==> images/ff_map.png <==
The bar under the picture is 20 um long. Other sequential cells in the stronger gray, the rest of the logic in the fainter gray.
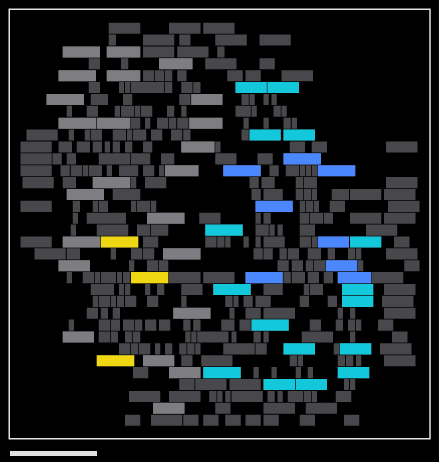
==> images/pinout.png <==
Pins as bars across the die edge, other pins in gray.
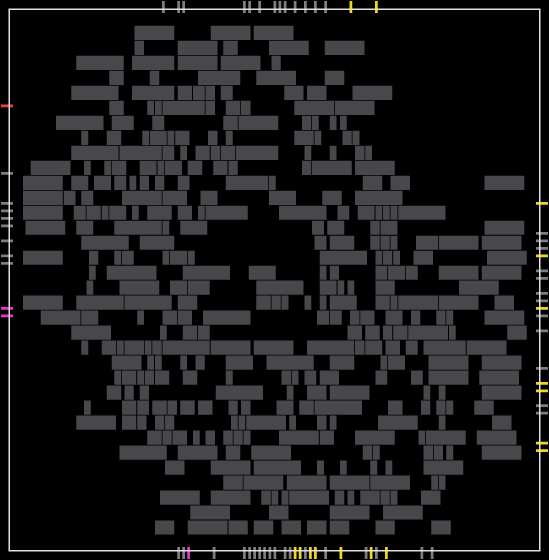
==> images/layers.png <==
Two of the layers only.
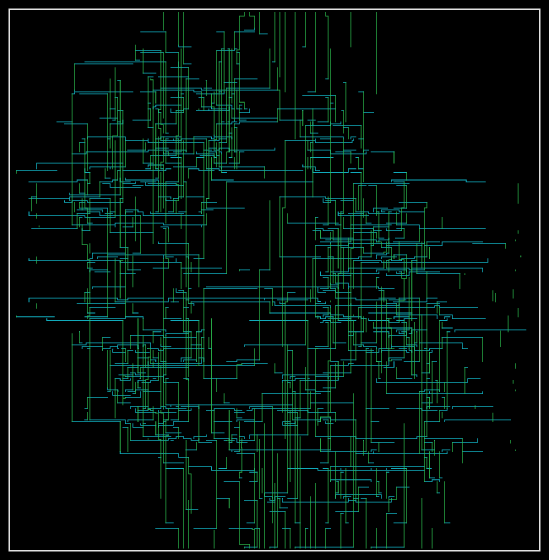
==> images/gates.png <==
The bar under the picture is 20 um long.
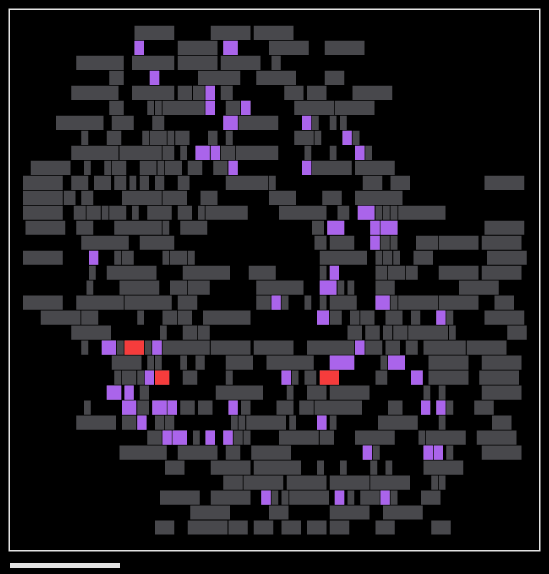
File: config.mk
export PLATFORM = sky130hd
export DESIGN_NAME = instruction_sequencer_flat
export DESIGN_NICKNAME = d
export VERILOG_FILES = /design/src/rtl/instruction_sequencer_if.sv /design/src/rtl/instruction_sequencer.sv /design/src/flat_wrapper.sv
export SDC_FILE = /design/constraint.sdc
export NUM_CORES = 1
export LEC_CHECK = 0
export CORE_AREA = 2 2 94 96
export DETAILED_ROUTE_END_ITERATION = 8
export DIE_AREA = 0 0 96 98
export MAX_ROUTING_LAYER = met4
export SYNTH_ARGS = -nofsm -noshare
export SYNTH_HDL_FRONTEND = slang
export SYNTH_SLANG_ARGS = --single-unit
File: constraint.sdc
create_clock -name i_CLK -period 1.5 [get_ports i_CLK]
set_input_delay 0.3 -clock i_CLK [delete_from_list [all_inputs] [get_ports i_CLK]]
set_output_delay 0.3 -clock i_CLK [all_outputs]
set_load 0.1 [all_outputs]
File: src/rtl/instruction_sequencer_if.sv
// rtl/instruction_sequencer_if.sv - sequencer datapath/control bundle
// master: the sequencer; slave: memory, decoder, ALU and run control around it.
interface instruction_sequencer_if #(
  parameter int PC_WIDTH    = 8,
  parameter int INSTR_WIDTH = 16
);
  logic                   i_RUN;
  logic                   i_STEP;
  logic [INSTR_WIDTH-1:0] i_INSTR;
  logic                   i_WriteBack;
  logic                   i_Z;
  logic                   i_C;
  logic [PC_WIDTH-1:0]    o_PC;
  logic [INSTR_WIDTH-1:0] o_IR;
  logic                   o_MemEn;
  logic                   o_RegWrite;
  logic                   o_FlagZ;
  logic                   o_FlagC;
  logic                   o_Halted;
  logic [2:0]             o_State;
  logic [15:0]            o_InstrCount;

  modport master (
    input  i_RUN, i_STEP, i_INSTR, i_WriteBack, i_Z, i_C,
    output o_PC, o_IR, o_MemEn, o_RegWrite, o_FlagZ, o_FlagC,
           o_Halted, o_State, o_InstrCount
  );

  modport slave (
    output i_RUN, i_STEP, i_INSTR, i_WriteBack, i_Z, i_C,
    input  o_PC, o_IR, o_MemEn, o_RegWrite, o_FlagZ, o_FlagC,
           o_Halted, o_State, o_InstrCount
  );
endinterface

File: src/rtl/instruction_sequencer.sv
// rtl/instruction_sequencer.sv - multi-cycle fetch/wait/decode/exec/wb control FSM
// Owns PC, IR, latched flags, retired count and run/step/halt control.
module instruction_sequencer #(
  parameter int PC_WIDTH    = 8,
  parameter int INSTR_WIDTH = 16,
  parameter int MEM_LATENCY = 1
) (
  input  logic                    i_CLK,
  input  logic                    i_RST,
  instruction_sequencer_if.master bus
);

  typedef enum logic [2:0] {
    IDLE   = 3'd0,
    FETCH  = 3'd1,
    WAIT   = 3'd2,
    DECODE = 3'd3,
    EXEC   = 3'd4,
    WB     = 3'd5,
    HALT   = 3'd6
  } state_t;

  localparam logic [3:0] OP_BRC  = 4'hC;
  localparam logic [3:0] OP_BRZ  = 4'hD;
  localparam logic [3:0] OP_JMP  = 4'hE;
  localparam logic [3:0] OP_HALT = 4'hF;

  state_t     state;
  logic [1:0] wait_cnt;
  logic [3:0] opcode;
  logic       is_alu;
  logic       taken;

  assign opcode = bus.o_IR[INSTR_WIDTH-1 -: 4];
  assign is_alu = (opcode <= 4'hB);
  // Branches look only at flags latched by earlier ALU ops, never live i_Z/i_C.
  assign taken  = (opcode == OP_JMP) ||
                  ((opcode == OP_BRZ) && bus.o_FlagZ) ||
                  ((opcode == OP_BRC) && bus.o_FlagC);

  assign bus.o_State = state;

  always_ff @(posedge i_CLK) begin
    if (i_RST) begin
      state            <= IDLE;
      wait_cnt         <= 2'd0;
      bus.o_PC         <= '0;
      bus.o_IR         <= '0;
      bus.o_FlagZ      <= 1'b0;
      bus.o_FlagC      <= 1'b0;
      bus.o_InstrCount <= 16'd0;
      bus.o_MemEn      <= 1'b0;
      bus.o_RegWrite   <= 1'b0;
      bus.o_Halted     <= 1'b0;
    end else begin
      bus.o_MemEn    <= 1'b0;
      bus.o_RegWrite <= 1'b0;
      case (state)
        IDLE: begin
          if (bus.i_RUN || bus.i_STEP) begin
            state       <= FETCH;
            bus.o_MemEn <= 1'b1;
          end
        end
        FETCH: begin
          state    <= WAIT;
          wait_cnt <= 2'd0;
        end
        WAIT: begin
          if (wait_cnt == 2'(MEM_LATENCY - 1)) begin
            bus.o_IR <= bus.i_INSTR;
            state    <= DECODE;
          end else begin
            wait_cnt <= wait_cnt + 2'd1;
          end
        end
        DECODE: state <= EXEC;
        EXEC: begin
          if (opcode == OP_HALT) begin
            state        <= HALT;
            bus.o_Halted <= 1'b1;
          end else begin
            if (is_alu) begin
              bus.o_FlagZ <= bus.i_Z;
              bus.o_FlagC <= bus.i_C;
            end
            bus.o_RegWrite <= is_alu && bus.i_WriteBack;
            state          <= WB;
          end
        end
        WB: begin
          bus.o_PC         <= taken ? PC_WIDTH'(bus.o_IR[7:0]) : bus.o_PC + PC_WIDTH'(1);
          bus.o_InstrCount <= bus.o_InstrCount + 16'd1;
          if (bus.i_RUN) begin
            state       <= FETCH;
            bus.o_MemEn <= 1'b1;
          end else begin
            state <= IDLE;
          end
        end
        HALT:    state <= HALT;
        default: state <= IDLE;
      endcase
    end
  end

endmodule

File: src/flat_wrapper.sv
// flat-port wrapper written by rule: the top's interface ports become plain ports
module instruction_sequencer_flat 
#(
  parameter int PC_WIDTH    = 8,
  parameter int INSTR_WIDTH = 16,
  parameter int MEM_LATENCY = 1
)
  (i_CLK, i_RST, bus_i_RUN, bus_i_STEP, bus_i_INSTR, bus_i_WriteBack, bus_i_Z, bus_i_C, bus_o_PC, bus_o_IR, bus_o_MemEn, bus_o_RegWrite, bus_o_FlagZ, bus_o_FlagC, bus_o_Halted, bus_o_State, bus_o_InstrCount);
  instruction_sequencer_if #(.PC_WIDTH(PC_WIDTH), .INSTR_WIDTH(INSTR_WIDTH)) bus_i ();
  input  logic i_CLK;
  input  logic i_RST;
  input wire logic [$bits(bus_i.i_RUN)-1:0] bus_i_RUN;
  input wire logic [$bits(bus_i.i_STEP)-1:0] bus_i_STEP;
  input wire logic [$bits(bus_i.i_INSTR)-1:0] bus_i_INSTR;
  input wire logic [$bits(bus_i.i_WriteBack)-1:0] bus_i_WriteBack;
  input wire logic [$bits(bus_i.i_Z)-1:0] bus_i_Z;
  input wire logic [$bits(bus_i.i_C)-1:0] bus_i_C;
  output wire logic [$bits(bus_i.o_PC)-1:0] bus_o_PC;
  output wire logic [$bits(bus_i.o_IR)-1:0] bus_o_IR;
  output wire logic [$bits(bus_i.o_MemEn)-1:0] bus_o_MemEn;
  output wire logic [$bits(bus_i.o_RegWrite)-1:0] bus_o_RegWrite;
  output wire logic [$bits(bus_i.o_FlagZ)-1:0] bus_o_FlagZ;
  output wire logic [$bits(bus_i.o_FlagC)-1:0] bus_o_FlagC;
  output wire logic [$bits(bus_i.o_Halted)-1:0] bus_o_Halted;
  output wire logic [$bits(bus_i.o_State)-1:0] bus_o_State;
  output wire logic [$bits(bus_i.o_InstrCount)-1:0] bus_o_InstrCount;
  assign bus_i.i_RUN = bus_i_RUN;
  assign bus_i.i_STEP = bus_i_STEP;
  assign bus_i.i_INSTR = bus_i_INSTR;
  assign bus_i.i_WriteBack = bus_i_WriteBack;
  assign bus_i.i_Z = bus_i_Z;
  assign bus_i.i_C = bus_i_C;
  assign bus_o_PC = bus_i.o_PC;
  assign bus_o_IR = bus_i.o_IR;
  assign bus_o_MemEn = bus_i.o_MemEn;
  assign bus_o_RegWrite = bus_i.o_RegWrite;
  assign bus_o_FlagZ = bus_i.o_FlagZ;
  assign bus_o_FlagC = bus_i.o_FlagC;
  assign bus_o_Halted = bus_i.o_Halted;
  assign bus_o_State = bus_i.o_State;
  assign bus_o_InstrCount = bus_i.o_InstrCount;
  instruction_sequencer #(.PC_WIDTH(PC_WIDTH), .INSTR_WIDTH(INSTR_WIDTH), .MEM_LATENCY(MEM_LATENCY)) u_core (.i_CLK(i_CLK), .i_RST(i_RST), .bus(bus_i));
endmodule
==> flow_metrics.tcl <==
# place-and-route summary
set metrics [dict create \
    via_per_inst 4.80 \
    setup_violations 0 \
    fin_worst_skew_ps 6.88 \
    synth.yosys.warnings 0 \
    dp_hpwl_um 4830 \
    outcome "finished clean" \
    total_power_w 0.00289 \
    remaining_drc_errors 0 \
    critPathMaxFanout 8 \
    fin_crit_sh_pct 97.4 \
    powerDensity_nw_per_um2 730 \
    drive_gt1_share_pct 33.0 \
    crit_type "flop to flop" \
    num_io_pins 71 \
    antenna_cells 0 \
    synth_top_flop_cell "dfxtp_1" \
    cts.sinks 50 \
    drtIter0Drc 51 \
    gp_congestion 0.779 \
    met2_usage_pct 22.8 \
    holdPathEnd "u_core.bus.o_InstrCount[8]" \
    async_flop_share_pct 0 \
    syn-num-nets 304 \
    slew_violations 0 \
    grt_setup_unrepaired "true" \
    syn2layout_area_growth_pct 73.4 \
    synthesis.area_um2 2280 \
    top_area_share_pct 43.9 \
    synth.area.top_cells "dfxtp_1, nand2_1, a21oi_1" \
    grt_usage_pct 14.6 \
    critPathArrivalTime_ps 1680 \
    synthDistinctLibCells 43 \
    dr.pass1.iters 4 \
    hold_path_class "input pin to flop" \
    edf_count 0 \
    grt_pass1_vias 2204 \
    dpl_cell_area_um2 3830 \
    cts.reportedPaths.clkPinSlew_ps 90 \
    cp-end-kind "flop" \
    grt_max_degree 27 \
    synth_cells 278 \
    r2r_slack_ps 40 \
    yosysTopAreaCell "dfxtp_1" \
    antenna_found_initial 0 \
    clock.fmax_mhz 685 \
    post_drt_wl_per_cell_um 13.4 \
    total_leakage_power_nw 1.40 \
    routed.top_layer "met4" \
    dieArea_um2 9410 \
    met1_usage_pct 19.3 \
]
Notes on ff_map.png above:
signal	color	placed flops
u_core.bus.o_IR	cyan	16
u_core.bus.o_State	yellow	3
u_core.bus.o_PC	blue	8
not colored	23
Flop area: 1090 um^2
Seq group: 0.00140 W
sequential cell area share: 27.6%
Final Util: 46.7%

Notes on pinout.png above:
port	color	pins	direction	edge
i_CLK	red	1	input	left
bus_o_IR	yellow	16	output	7 right, 7 bottom, 2 top
bus_o_State	magenta	3	output	2 left, 1 bottom
all pins by edge	26 bottom, 19 right, 15 top, 11 left

Notes on layers.png above:
layer	color	wire length
M1	cyan	2790 um
M2	green	3180 um

Notes on gates.png above:
family	color	cells
aoi and oai cells	purple	54
non-inverting ao/oa cells	red	3
multi-input combinational area share: 31.4%
Layout Cells excl Fill: 472
most used logic cell in the final layout: nand2_1

## synthesized netlist by cell type (4+ instances only)
cell type and instances:
dfxtp_1 50, or4_1 5, nand2_1 51, inv_1 7
nor3_1 6, o21ai_0 8, xnor2_1 5, xor2_1 5
nand4_1 8, clkbuf_1 10, nand3_1 10, and3_1 4
nor2_1 21, a21oi_1 29, mux2i_1 4
## flip-flops by register name, summed over array words and instances, names as in the netlist
name / count
u_core.bus.o_IR: 16
u_core.bus.o_InstrCount: 16
u_core.bus.o_PC: 8
u_core.bus.o_State: 3
u_core.wait_cnt: 2
u_core.bus.o_FlagC: 1
u_core.bus.o_FlagZ: 1
u_core.bus.o_Halted: 1
u_core.bus.o_MemEn: 1
u_core.bus.o_RegWrite: 1
## stage by stage
stage	setup TNS [ps]	util [%]
after CTS	0	46.3
final	0	46.7
after global placement	0	45.3
after global routing	-11.7	46.7
after floorplan	-849	-
after detailed placement	-10.6	45.3
## final cells by class
cell class	instances	area [um^2]	area share [%]
well taps	108	135	3.42
inverters	7	26.3	0.664
repair buffers	93	1380	34.8
flip-flops and latches	50	1090	27.6
clock buffers	8	80.1	2.02
multi-input cells	206	1240	31.4
## cells in the final DEF (no fill, tap or decap), drive strengths merged, types with 4 or more instances in the layout
cell           instances
nor3                   6
inv                    7
or4                    5
nand4                  9
nor2                  21
and3                   4
xor2                   5
clkdlybuf4s50         21
a21oi                 29
o21ai                  8
clkbuf                 8
nand3                 11
nand2                 51
buf                   72
xnor2                  5
mux2i                  4
dfxtp                 50
## power by group
part / leakage, nW / internal (W) / switching, W
Combinational: 0.935 / 0.000285 / 0.000439
Clock: 0.0395 / 0.000333 / 0.000431
Sequential: 0.426 / 0.00134 / 0.0000598
Total: 1.40 / 0.00196 / 0.000930
## cell families (layout without fill, tap and decap cells)
group / after synthesis / in the layout / share of synthesized area [%]
multiplexers: 4 / 4 / 1.75
flip-flops: 50 / 50 / 43.9
AND/OR/NAND/NOR: 132 / 132 / 29.6
AND-OR/OR-AND: 57 / 57 / 15.2
XOR/XNOR: 10 / 10 / 3.84
buffers and inverters: 22 / 108 / 4.11
adder cells (fa/ha/maj): 3 / 3 / 1.64
## worst max path at each step
| stage | from | slack (ps) | cells after the start | to |
|---|---|---|---|---|
| 4_1_cts | u_core.bus.o_InstrCount[0] | 8 | 5 | u_core.bus.o_InstrCount[14] |
| 3_5_place_dp | u_core.bus.o_InstrCount[7] | -10 | 4 | u_core.bus.o_InstrCount[14] |
| 5_1_grt | u_core.bus.o_State[1] | -10 | 4 | u_core.bus.o_InstrCount[14] |
| 2_1_floorplan | u_core.bus.o_State[0] | -220 | 5 | u_core.bus.o_InstrCount[14] |
| 3_3_place_gp | u_core.bus.o_InstrCount[7] | 30 | 4 | u_core.bus.o_InstrCount[14] |
| 6_report | u_core.bus.o_InstrCount[7] | 40 | 4 | u_core.bus.o_InstrCount[14] |
## worst max-delay path: stages (launching register included)
cell     delay [ps]
dfxtp_4         350
and4_4          240
nand4_4         120
or4_1           530
a21oi_1         150
## repair_timing
action                     4_1_cts  5_1_grt
resized                          2        8
setup endpoints to repair        1       10
hold buffers                     0        0
hold endpoints to repair         0        0
cloned                           0        0
pin swaps                        0        4
buffers inserted                 0        0
Power figures rest on the tool's default switching activity, not on a simulated workload.
